Fig. 1: run 1, wire density map
The die is cut into 25 by 19 equal tiles; dark blue is low, red is high, scaled to the fullest tile. Values are wire area over tile area, all layers added.
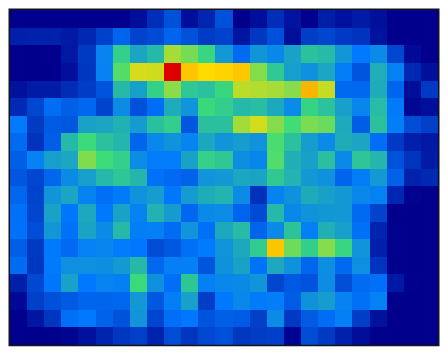
Fig. 2: run 1, register map, names as in the netlist
Bar = 20 um.
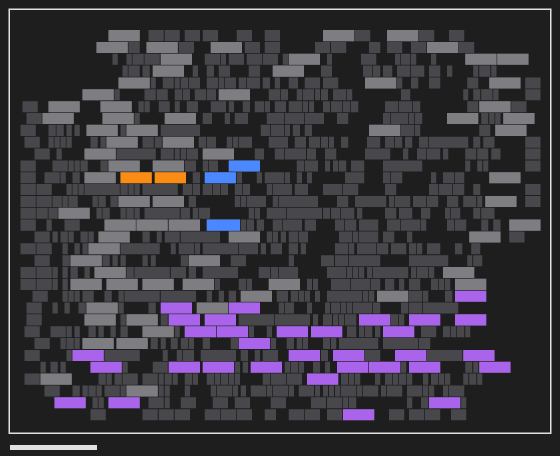
Fig. 3: run 1, placement view
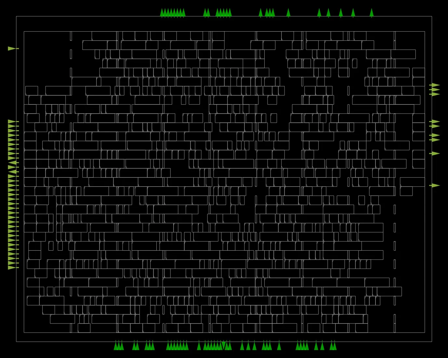
$ cat src/rtl/serial_alu_if.sv
// Handshake and operand/result bundle for serial_alu.
// The producer side uses the master modport; serial_alu uses slave.
interface serial_alu_if #(
    parameter int unsigned WIDTH = 32
);
    logic             in_valid;
    logic             in_ready;
    logic [WIDTH-1:0] a;
    logic [WIDTH-1:0] b;
    logic [2:0]       op;
    logic             out_valid;
    logic             out_ready;
    logic [WIDTH-1:0] result;
    logic             carry_out;
    logic             overflow;
    logic             zero;

    modport master (
        output in_valid, a, b, op, out_ready,
        input  in_ready, out_valid, result, carry_out, overflow, zero
    );

    modport slave (
        input  in_valid, a, b, op, out_ready,
        output in_ready, out_valid, result, carry_out, overflow, zero
    );
endinterface

$ cat src/rtl/serial_alu.sv
// Digit-serial ALU: one DIGIT-bit slice per clock, carry kept in a flop between digits.
// Optional SERIAL_ALU_EARLY_DONE_EN: logic ops and op 111 complete in one cycle.
module serial_alu #(
    parameter int unsigned WIDTH = 32,
    parameter int unsigned DIGIT = 4
) (
    input logic          clk,
    input logic          rst,
    serial_alu_if.slave  bus
);
    localparam int unsigned NDIG = WIDTH / DIGIT;
    localparam int unsigned CW   = (NDIG > 1) ? $clog2(NDIG) : 1;

    localparam logic [2:0] OpAdd = 3'b000;
    localparam logic [2:0] OpSub = 3'b001;
    localparam logic [2:0] OpAnd = 3'b010;
    localparam logic [2:0] OpOr  = 3'b011;
    localparam logic [2:0] OpXor = 3'b100;
    localparam logic [2:0] OpNor = 3'b101;
    localparam logic [2:0] OpSlt = 3'b110;

    if (WIDTH % DIGIT != 0) begin : g_bad_digit
        $error("serial_alu: WIDTH must be a multiple of DIGIT");
    end

    typedef enum logic [1:0] {StIdle, StRun, StDone} state_e;

    state_e           state_q, state_d;
    logic [CW-1:0]    cnt_q, cnt_d;
    logic             carry_q, carry_d;
    logic [WIDTH-1:0] a_q, a_d, b_q, b_d, res_q, res_d;
    logic [2:0]       op_q, op_d;
    logic             cout_q, cout_d, ovf_q, ovf_d, zero_q, zero_d;

    logic             accept, last, is_sub, is_arith, in_arith;
    logic [31:0]      base;
    logic [DIGIT-1:0] a_dig, b_dig, b_eff, dsum, dlogic;
    logic             dcarry, sum_msb, v_add, v_sub;
    logic [WIDTH-1:0] res_word, early_res;

    function automatic logic [WIDTH-1:0] logic_fn(input logic [2:0] f,
                                                  input logic [WIDTH-1:0] x,
                                                  input logic [WIDTH-1:0] y);
        case (f)
            OpAnd:   return x & y;
            OpOr:    return x | y;
            OpXor:   return x ^ y;
            OpNor:   return ~(x | y);
            default: return '0;
        endcase
    endfunction

    assign accept   = bus.in_valid && (state_q == StIdle);
    assign last     = (cnt_q == CW'(NDIG - 1));
    assign is_sub   = (op_q == OpSub) || (op_q == OpSlt);
    assign is_arith = (op_q == OpAdd) || is_sub;
    assign in_arith = (bus.op == OpAdd) || (bus.op == OpSub) || (bus.op == OpSlt);

    assign base    = 32'(cnt_q) * DIGIT;
    assign a_dig   = DIGIT'(a_q >> base);
    assign b_dig   = DIGIT'(b_q >> base);
    assign b_eff   = is_sub ? ~b_dig : b_dig;
    assign {dcarry, dsum} = {1'b0, a_dig} + {1'b0, b_eff} + {{DIGIT{1'b0}}, carry_q};
    assign dlogic  = DIGIT'(logic_fn(op_q, WIDTH'(a_dig), WIDTH'(b_dig)));

    // Final-digit flags use the MSB of the last sum digit and the latched operand MSBs.
    assign sum_msb = dsum[DIGIT-1];
    assign v_add   = (a_q[WIDTH-1] == b_q[WIDTH-1]) && (sum_msb != a_q[WIDTH-1]);
    assign v_sub   = (a_q[WIDTH-1] != b_q[WIDTH-1]) && (sum_msb != a_q[WIDTH-1]);

    assign early_res = logic_fn(bus.op, bus.a, bus.b);

    always_comb begin
        res_word = res_q;
        res_word[base +: DIGIT] = is_arith ? dsum : dlogic;
        if (last && (op_q == OpSlt)) begin
            res_word = WIDTH'(sum_msb ^ v_sub);
        end
    end

    // State register
    always_ff @(posedge clk) begin
        if (rst) begin
            state_q <= StIdle;
        end else begin
            state_q <= state_d;
        end
    end

    // Next-state logic
    always_comb begin
        state_d = state_q;
        unique case (state_q)
            StIdle: begin
                if (accept) begin
`ifdef SERIAL_ALU_EARLY_DONE_EN
                    state_d = in_arith ? StRun : StDone;
`else
                    state_d = StRun;
`endif
                end
            end
            StRun:   if (last) state_d = StDone;
            StDone:  if (bus.out_ready) state_d = StIdle;
            default: state_d = StIdle;
        endcase
    end

    // Outputs
    always_comb begin
        bus.in_ready  = (state_q == StIdle);
        bus.out_valid = (state_q == StDone);
        bus.result    = res_q;
        bus.carry_out = cout_q;
        bus.overflow  = ovf_q;
        bus.zero      = zero_q;
    end

    // Datapath next-state
    always_comb begin
        cnt_d   = cnt_q;
        carry_d = carry_q;
        a_d     = a_q;
        b_d     = b_q;
        op_d    = op_q;
        res_d   = res_q;
        cout_d  = cout_q;
        ovf_d   = ovf_q;
        zero_d  = zero_q;
        unique case (state_q)
            StIdle: begin
                if (accept) begin
                    a_d     = bus.a;
                    b_d     = bus.b;
                    op_d    = bus.op;
                    carry_d = (bus.op == OpSub) || (bus.op == OpSlt);
                    cnt_d   = '0;
`ifdef SERIAL_ALU_EARLY_DONE_EN
                    if (!in_arith) begin
                        res_d  = early_res;
                        cout_d = 1'b0;
                        ovf_d  = 1'b0;
                        zero_d = (early_res == '0);
                    end
`endif
                end
            end
            StRun: begin
                res_d   = res_word;
                cnt_d   = cnt_q + CW'(1);
                carry_d = dcarry;
                if (last) begin
                    cout_d = ((op_q == OpAdd) || (op_q == OpSub)) ? dcarry : 1'b0;
                    ovf_d  = (op_q == OpAdd) ? v_add : (is_sub ? v_sub : 1'b0);
                    zero_d = (res_word == '0);
                end
            end
            default: ;
        endcase
    end

    always_ff @(posedge clk) begin
        if (rst) begin
            cnt_q   <= '0;
            carry_q <= 1'b0;
            a_q     <= '0;
            b_q     <= '0;
            op_q    <= '0;
            res_q   <= '0;
            cout_q  <= 1'b0;
            ovf_q   <= 1'b0;
            zero_q  <= 1'b0;
        end else begin
            cnt_q   <= cnt_d;
            carry_q <= carry_d;
            a_q     <= a_d;
            b_q     <= b_d;
            op_q    <= op_d;
            res_q   <= res_d;
            cout_q  <= cout_d;
            ovf_q   <= ovf_d;
            zero_q  <= zero_d;
        end
    end
endmodule

$ cat src/flat_wrapper.sv
// flat-port wrapper written by rule: the top's interface ports become plain ports
module serial_alu_flat 
#(
    parameter int unsigned WIDTH = 32,
    parameter int unsigned DIGIT = 4
)
  (clk, rst, bus_in_valid, bus_a, bus_b, bus_op, bus_out_ready, bus_in_ready, bus_out_valid, bus_result, bus_carry_out, bus_overflow, bus_zero);
  serial_alu_if #(.WIDTH(WIDTH)) bus_i ();
  input logic clk;
  input logic rst;
  input wire logic [$bits(bus_i.in_valid)-1:0] bus_in_valid;
  input wire logic [$bits(bus_i.a)-1:0] bus_a;
  input wire logic [$bits(bus_i.b)-1:0] bus_b;
  input wire logic [$bits(bus_i.op)-1:0] bus_op;
  input wire logic [$bits(bus_i.out_ready)-1:0] bus_out_ready;
  output wire logic [$bits(bus_i.in_ready)-1:0] bus_in_ready;
  output wire logic [$bits(bus_i.out_valid)-1:0] bus_out_valid;
  output wire logic [$bits(bus_i.result)-1:0] bus_result;
  output wire logic [$bits(bus_i.carry_out)-1:0] bus_carry_out;
  output wire logic [$bits(bus_i.overflow)-1:0] bus_overflow;
  output wire logic [$bits(bus_i.zero)-1:0] bus_zero;
  assign bus_i.in_valid = bus_in_valid;
  assign bus_i.a = bus_a;
  assign bus_i.b = bus_b;
  assign bus_i.op = bus_op;
  assign bus_i.out_ready = bus_out_ready;
  assign bus_in_ready = bus_i.in_ready;
  assign bus_out_valid = bus_i.out_valid;
  assign bus_result = bus_i.result;
  assign bus_carry_out = bus_i.carry_out;
  assign bus_overflow = bus_i.overflow;
  assign bus_zero = bus_i.zero;
  serial_alu #(.WIDTH(WIDTH), .DIGIT(DIGIT)) u_core (.clk(clk), .rst(rst), .bus(bus_i));
endmodule
$ cat config.mk
export PLATFORM = sky130hd
export DESIGN_NAME = serial_alu_flat
export DESIGN_NICKNAME = d
export VERILOG_FILES = /design/src/rtl/serial_alu_if.sv /design/src/rtl/serial_alu.sv /design/src/flat_wrapper.sv
export SDC_FILE = /design/constraint.sdc
export NUM_CORES = 1
export LEC_CHECK = 0
export CAP_MARGIN = 10
export CORE_AREA = 2 2 122 95
export CTS_CLUSTER_SIZE = 40
export DETAILED_ROUTE_END_ITERATION = 10
export DIE_AREA = 0 0 124 97
export PLACE_DENSITY = 0.79
export SLEW_MARGIN = 15
export SYNTH_ARGS = -nofsm -noshare
export SYNTH_HDL_FRONTEND = slang
export SYNTH_SLANG_ARGS = --single-unit
$ cat constraint.sdc
create_clock -name clk -period 4.4 [get_ports clk]
set_input_delay 0.88 -clock clk [delete_from_list [all_inputs] [get_ports clk]]
set_output_delay 0.88 -clock clk [all_outputs]
set_load 0.05 [all_outputs]
==> flow_summary.yaml, run 1 <==
# yosys + openroad results
grt:
  grt_pass1_wl_um: 25500
  grt_antenna_before_repair: 1
  gr-total-overflow: 0
  use_met2_pct: 40.5
  grt_max_degree: 74
  grt_use_met1_pct: 39.6
  grt_pass1_vias: 5043
  top_usage_layer: "met2"
floorplanning:
  die_x_um: 124
  dieArea_um2: 12000
  rows: 33
  fp-utilization_pct: 51.2
  die_y_um: 97
  num_io_pins: 108
detailed_routing:
  avgViaCountPerCell: 5.82
  topRoutingLayerUsed: "met4"
  drt_iter0_drc: 508
  drc: 0
  wl_met3_um: 1240
  met1_length_um: 7320
  dr_wl_met2_um: 6940
  ant_nets: 0
  dr.pass1.iters: 5
layout:
  drive_above_1_share_pct: 7.47
  nNonClkBuffers: 119
  comb_cells: 503
  dominant_cells: "logic gates"
  synthToLayoutAreaGrowth_pct: 26.0
  nets: 848
  inverters: 17
  comb_area_share_pct: 44.4
  combGateArea_um2: 3080
  buf_share_pct: 16.7
  diodes: 0
  clkbuf_count: 10
  stdcell_area_um2: 6920
  fin_cells: 903
  clk_share_pct: 4.16
synth:
  ys_types: 58
  syn_nets: 766
  synth-warning-count: 0
  edf_count: 0
  simple_gate_area_share_pct: 23.9
  ys_async_sr_fraction_pct: 0
  yosys.area_share.adder_pct: 4.60
  netlist_area_um2: 5500
  synth-seq-cells: 108
  yosys-stat-cells: 676
  syn-mean-instance-area_um2: 8.13
  mux_area_share_pct: 8.29
  top_logic_kind: "simple AND/OR/NAND/NOR gates"
  compound_area_share_pct: 18.3
  ys_area_um2: 5500
  ys_seq_share_pct: 39.3
  synthCells: 676
  synth-main-ff-cell: "dfxtp_1"
  synthXorXnorAreaFrac_pct: 0.797
power:
  power.static_leakage_uw: 0.00261
  power_density_nw_per_um2: 329
  power.total_uw: 2280
  irDropWorstVdd_mv: 0.199
worst_setup_path:
  cp_slowest_cell: "dfxtp_2"
  worstSetupEndpoint: "u_core.bus.zero"
  r2r_end: "u_core.bus.zero"
  r2r_start: "u_core.cnt_q[0]"
  r2r_cells: 11
  slowest_delay_ns: 0.72
  critPathLaunchType: "flip-flop"
  worstPathCellList: "mux4_2, mux2i_1, xor2_1, fa_1, and3_1, or3_1, a32o_1, a221oi_1, o21ai_0, nor4_1, a31o_1"
  critPathMaxFanout: 17
  critical_path.top_delay_family: "AND-OR/OR-AND gates"
  arrival_ns: 4.44
  cp_num_cells: 11
  path_buffers: 0
  path_class: "flip-flop to flip-flop"
  rrSetupSlack_ns: 0.26
  startpoint: "u_core.cnt_q[0]"
  required_ns: 4.70
clock_network:
  post_cts_buffers: 0
  ctsResizeCount: 0
  cts_hold_buf: 0
  clk_latency_ns: 0.35
  numClockSinks: 108
  cts_root_buf: "clkbuf_16"
  cts_max_level: 3
  numCtsBuffers: 9
  path_clk_slew_ns: 0.08
  cts_buffer_depth: 2
  cts_tree: "yes"
timing:
  min_period_ns: 4.14
  finalHoldViolCount: 0
  fmax_ghz: 0.242
  drv_slew: 0
  slew_headroom_pct: 34.9
  post-route-period-util_pct: 94.0
  skew_ns: 0.00763
  worst_slack_ns: 0.264
  tightest_slew_ns: 0.973
  hold_slack_ns: 0.458
  finalSetupTns_ns: 0
  setup_viol: 0
  rsz0062_at_grt: "no"
placement:
  port_buffers: 107
  gp_congestion: 0.933
  placedCellCount: 887
  dp_slack_ns: 0.299
  postPlaceCellArea_um2: 6640
  dp_hpwl_um: 11600
min_path:
  holdPathEnd: "u_core.a_q[16]"
  hp-start: "u_core.a_q[16]"
  holdPathStages: 2
  hp-class: "flip-flop to flip-flop"
run:
  maxCapViolCount: 0
  openroad.warnings: 32
run_status:
  status: "complete, no violations"
## Picture notes: Fig. 1
fullest tile: 0.85
tiles over half the peak: 6.3%
mean over tiles: 0.21
densest ninth of the die: top middle
nearly empty tiles: 12%
vias: 5258
Detailed Route WL: 15600 um
WL/cell: 17.3 um
GRT Total Usage: 26.9%

## Picture notes: Fig. 2
[u_core.state_q] orange | sequential cells: 2
[u_core.a_q] purple | sequential cells: 32 | where: a band across the bottom
[u_core.cnt_q] blue | sequential cells: 3
not colored: 71
Register Area: 2160 um2
sequential power: 1060 uW
Core Util, Final: 64.5%
Seq area share: 31.2%

## Picture notes: Fig. 3
FILL cells: 925
flop count: 108
Core ar.: 10700 um2
Tap Count: 140

[run 1: report_power, final]
part	internal, uW	switching [uW]	total [uW]
Combinational	185	245	430
Sequential	1020	41.9	1060
Clock	396	393	789
Total	1600	680	2280
[run 1: registers in the layout (all words and copies together) (netlist names)]
name and count:
u_core.bus.zero 1, u_core.state_q 2, u_core.bus.overflow 1, u_core.a_q 32, u_core.cnt_q 3, u_core.bus.carry_out 1
u_core.op_q 3, u_core.bus.result 32, u_core.carry_q 1, u_core.b_q 32
[run 1: placed cells by master (no fill, tap or decap), types with 3 or more instances in the layout]
cell	n
nand2_1	160
dfxtp_1	107
clkdlybuf4s50_1	106
a21oi_1	77
nor2_1	58
a22oi_1	30
o21ai_0	19
mux4_2	18
ha_1	17
inv_1	16
nor3_1	16
buf_4	13
nor2b_1	10
clkbuf_16	9
and2_1	7
nand2b_1	7
nor4_1	6
mux2i_1	5
o211ai_1	5
a21o_1	5
nand3_1	5
xor2_1	4
and3_1	4
a32oi_1	4
nand3b_1	3
a311oi_1	3
o31ai_1	3
[run 1: cells in the mapped netlist, types with 8 or more instances]
| library cell | instances | area share (%) |
|---|---|---|
| a21oi_1 | 77 | 7.0 |
| a22oi_1 | 30 | 4.1 |
| and2_1 | 8 | 0.91 |
| clkbuf_1 | 40 | 2.7 |
| dfxtp_1 | 108 | 39 |
| ha_1 | 17 | 3.9 |
| inv_1 | 16 | 1.1 |
| mux4_2 | 18 | 7.4 |
| nand2_1 | 161 | 11 |
| nor2_1 | 58 | 4.0 |
| nor2b_1 | 10 | 1.1 |
| nor3_1 | 16 | 1.5 |
| o21ai_0 | 19 | 1.7 |
Fig. 4: run 1, cell sizes after repair
Bar = 20 um.
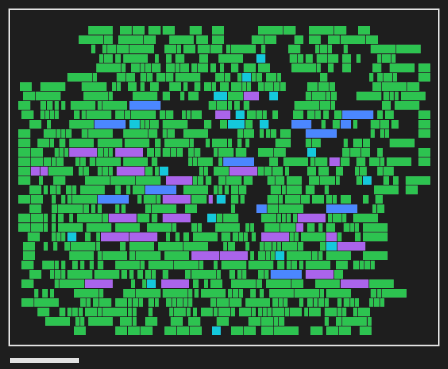

--- run 2 (diff from run 1) ---
Settings changed: ABC_AREA from default to 1, CORE_AREA 2 2 122 95 to 2 2 123 95, DIE_AREA 0 0 124 97 to 0 0 125 97, PLACE_DENSITY 0.79 to 0.8.
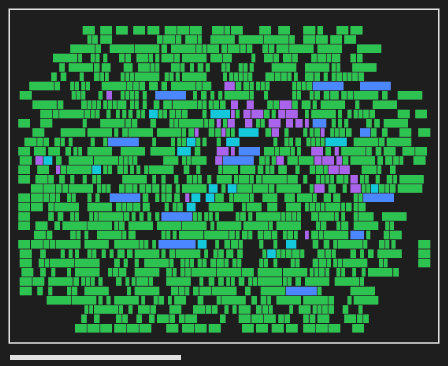
Fig. 5. Cell sizes after repair (run 2).
Bar = 50 um.
[drive 6 and up] blue | cells: 14
[drive 3 to 4] cyan | cells: 18
[drive 2] purple | cells: 39
[drive 1 or less] green | cells: 854
nonclk buf count: 117
final worst setup slack: 0.572 ns
Final Cell Area: 7140 um2
area grow syn2layout: 24.9%

==> run 2 against run 1 <==
  * Power up 21%
  * Clock power is 6.6% higher
  * Clock skew rose by 0.0011 ns
  * Global-route usage decreased by 1.8 points
  * Area after synthesis up 4.0%
  * Highest routed layer unchanged
  * Register-to-register slack improved by 0.31 ns
  * Critical path type unchanged
  * Worst hold slack improved by 0.028 ns
==> flow_summary.yaml, run 2 <==
# yosys + openroad results
power:
  power.static_leakage_uw: 0.00300
  power_density_nw_per_um2: 387
  irDropWorstVdd_mv: 0.207
worst_setup_path:
  cp_slowest_cell: "dfxtp_1"
  worstPathCellList: "inv_2, o21ai_0, o22ai_1, nand2_1, o21ai_0, xor2_1, fa_1, fa_1, xor2_1, nand2_1, nand2_2, nand2_2, nand2_1, nand2_1, nand2_1, nor2_1, nand2_1, nor2_1, nand3_1, a21oi_2"
  critPathLaunchType: "flip-flop"
  path_buffers: 1
  critPathMaxFanout: 26
  required_ns: 4.69
  arrival_ns: 4.12
  slowest_delay_ns: 0.62
  critical_path.top_delay_family: "simple AND/OR/NAND/NOR gates"
floorplanning:
  rows: 33
  die_x_um: 125
  dieArea_um2: 12100
  num_io_pins: 108
  fp.coreArea_um2: 10800
  die_y_um: 97
  fp-utilization_pct: 52.9
timing:
  drv_slew: 0
  finalHoldViolCount: 0
  finalSetupTns_ns: 0
  fmax_ghz: 0.261
  post-route-period-util_pct: 87.0
  rsz0062_at_grt: "no"
  tightest_slew_ns: 0.771
  min_period_ns: 3.83
  setup_viol: 0
  slew_headroom_pct: 48.0
grt:
  gr-total-overflow: 0
  grt_max_degree: 72
  top_usage_layer: "met2"
  grt_use_met1_pct: 37.2
  grt_usage_pct: 25.1
  use_met2_pct: 37.6
  grt_pass1_vias: 5075
  grt_pass1_wl_um: 25300
  grt_antenna_before_repair: 0
synth:
  top_area_cell: "dfxtp_1"
  top_cells_by_area: "dfxtp_1 38%, nor2_1 14%, o21ai_0 13%"
  edf_count: 0
  synth_top_area_share_pct: 37.8
  synth-seq-cells: 108
  synth-main-ff-cell: "dfxtp_1"
  synth-warning-count: 0
  ys_area_um2: 5720
  ys_seq_share_pct: 37.8
  ys_async_sr_fraction_pct: 0
  syn-mean-instance-area_um2: 6.81
  netlist_area_um2: 5720
  yosys-stat-cells: 840
  post-synth-top-count-cell: "nor2_1"
  common_cells: "208 x nor2_1, 146 x o21ai_0, 119 x nand2_1"
detailed_routing:
  avgViaCountPerCell: 5.39
  avgRoutedWirePerCell_um: 14.2
  dr.pass1.iters: 5
  met1_length_um: 7450
  vias: 5738
  dr_wl_met2_um: 6450
  drt_iter0_drc: 672
  drc: 0
  ant_nets: 0
  topRoutingLayerUsed: "met4"
  wl_um: 15100
run:
  maxCapViolCount: 0
  openroad.warnings: 32
run_status:
  status: "complete, no violations"
clock_network:
  cts_buffer_depth: 2
  ctsResizeCount: 0
  path_clk_slew_ns: 0.07
  cts_hold_buf: 0
  numCtsBuffers: 9
  cts_root_buf: "clkbuf_16"
  cts_max_level: 3
  numClockSinks: 108
  cts_tree: "yes"
  clk_latency_ns: 0.36
  post_cts_buffers: 0
layout:
  nets: 1010
  layout_top_cell: "nor2_1"
  fin_cells: 1065
  fillerInstances: 959
  final_layout_top_logic_cells: "208 x nor2_1, 146 x o21ai_0, 118 x nand2_1"
  drive_above_1_share_pct: 7.68
  diodes: 0
placement:
  dp_hpwl_um: 10900
  gp_congestion: 0.909
  placedCellCount: 1049
min_path:
  hp-class: "flip-flop to flip-flop"
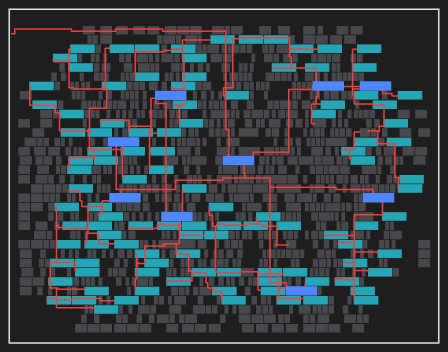
Fig. 6. Clock wires, drivers and flops (run 2).
[flip-flops] cyan | count: 108
[clock wires] red | length: 1230 um
[cells driving clock nets] blue | count: 9
flops lie: all over the die
clock share of power: 30.4%
Clk power: 841 uW
Setup Skew: 0.00875 ns

## run 2: netlist changes by cell type after synthesis, moves of 23 or more
cell     before  now
nor2_1       58  208
o21ai_0      19  146
nand2_1     161  119
a21oi_1      77   43
a22oi_1      30    0
inv_1        16   39
## run 2: area by class of cell
cell class | count | area [um2] | share of cell area [%]
clock buffer | 9 | 225 | 3.15
clock inverter | 7 | 82.6 | 1.16
inverter | 51 | 209 | 2.93
multi-input combinational | 633 | 3140 | 44.0
sequential | 108 | 2160 | 30.3
tap | 140 | 175 | 2.45
timing repair buffer | 117 | 1150 | 16.1
## run 2: path summary, 6_finish.rpt
check / cells after the start / from / slack (ns) / end
max: 20 / u_core.cnt_q[0] / 0.57 / u_core.bus.zero
min: 2 / u_core.b_q[23] / 0.49 / u_core.b_q[23]
max reg2reg: 20 / u_core.cnt_q[0] / 0.57 / u_core.bus.zero
min reg2reg: 2 / u_core.b_q[23] / 0.49 / u_core.b_q[23]
## run 2: kinds of logic after synthesis
kind of cell,synth area share (%)
AND/OR/NAND/NOR,27.9
flip-flops,37.8
XOR/XNOR,0.919
buffers and inverters,7.42
AND-OR/OR-AND,21.6
adder cells (fa/ha/maj),4.42
## run 2: per-stage QoR
stage          utilization, %  hold slack (ns)  setup slack, ns  area, um2
2_1_floorplan               -            0.449             1.17       5720
3_3_place_gp             63.2            0.458            0.790       6830
3_5_place_dp             63.2            0.471            0.647       6830
4_1_cts                  66.0            0.487            0.616       7140
5_1_grt                  66.0            0.505            0.170       7140
6_report                 66.0            0.486            0.572       7140
## run 2: report_power, final
part / internal [uW] / switching, uW
registers: 1060 / 64.4
clock network: 452 / 389
logic: 303 / 497
Power figures rest on the tool's default switching activity, not on a simulated workload.
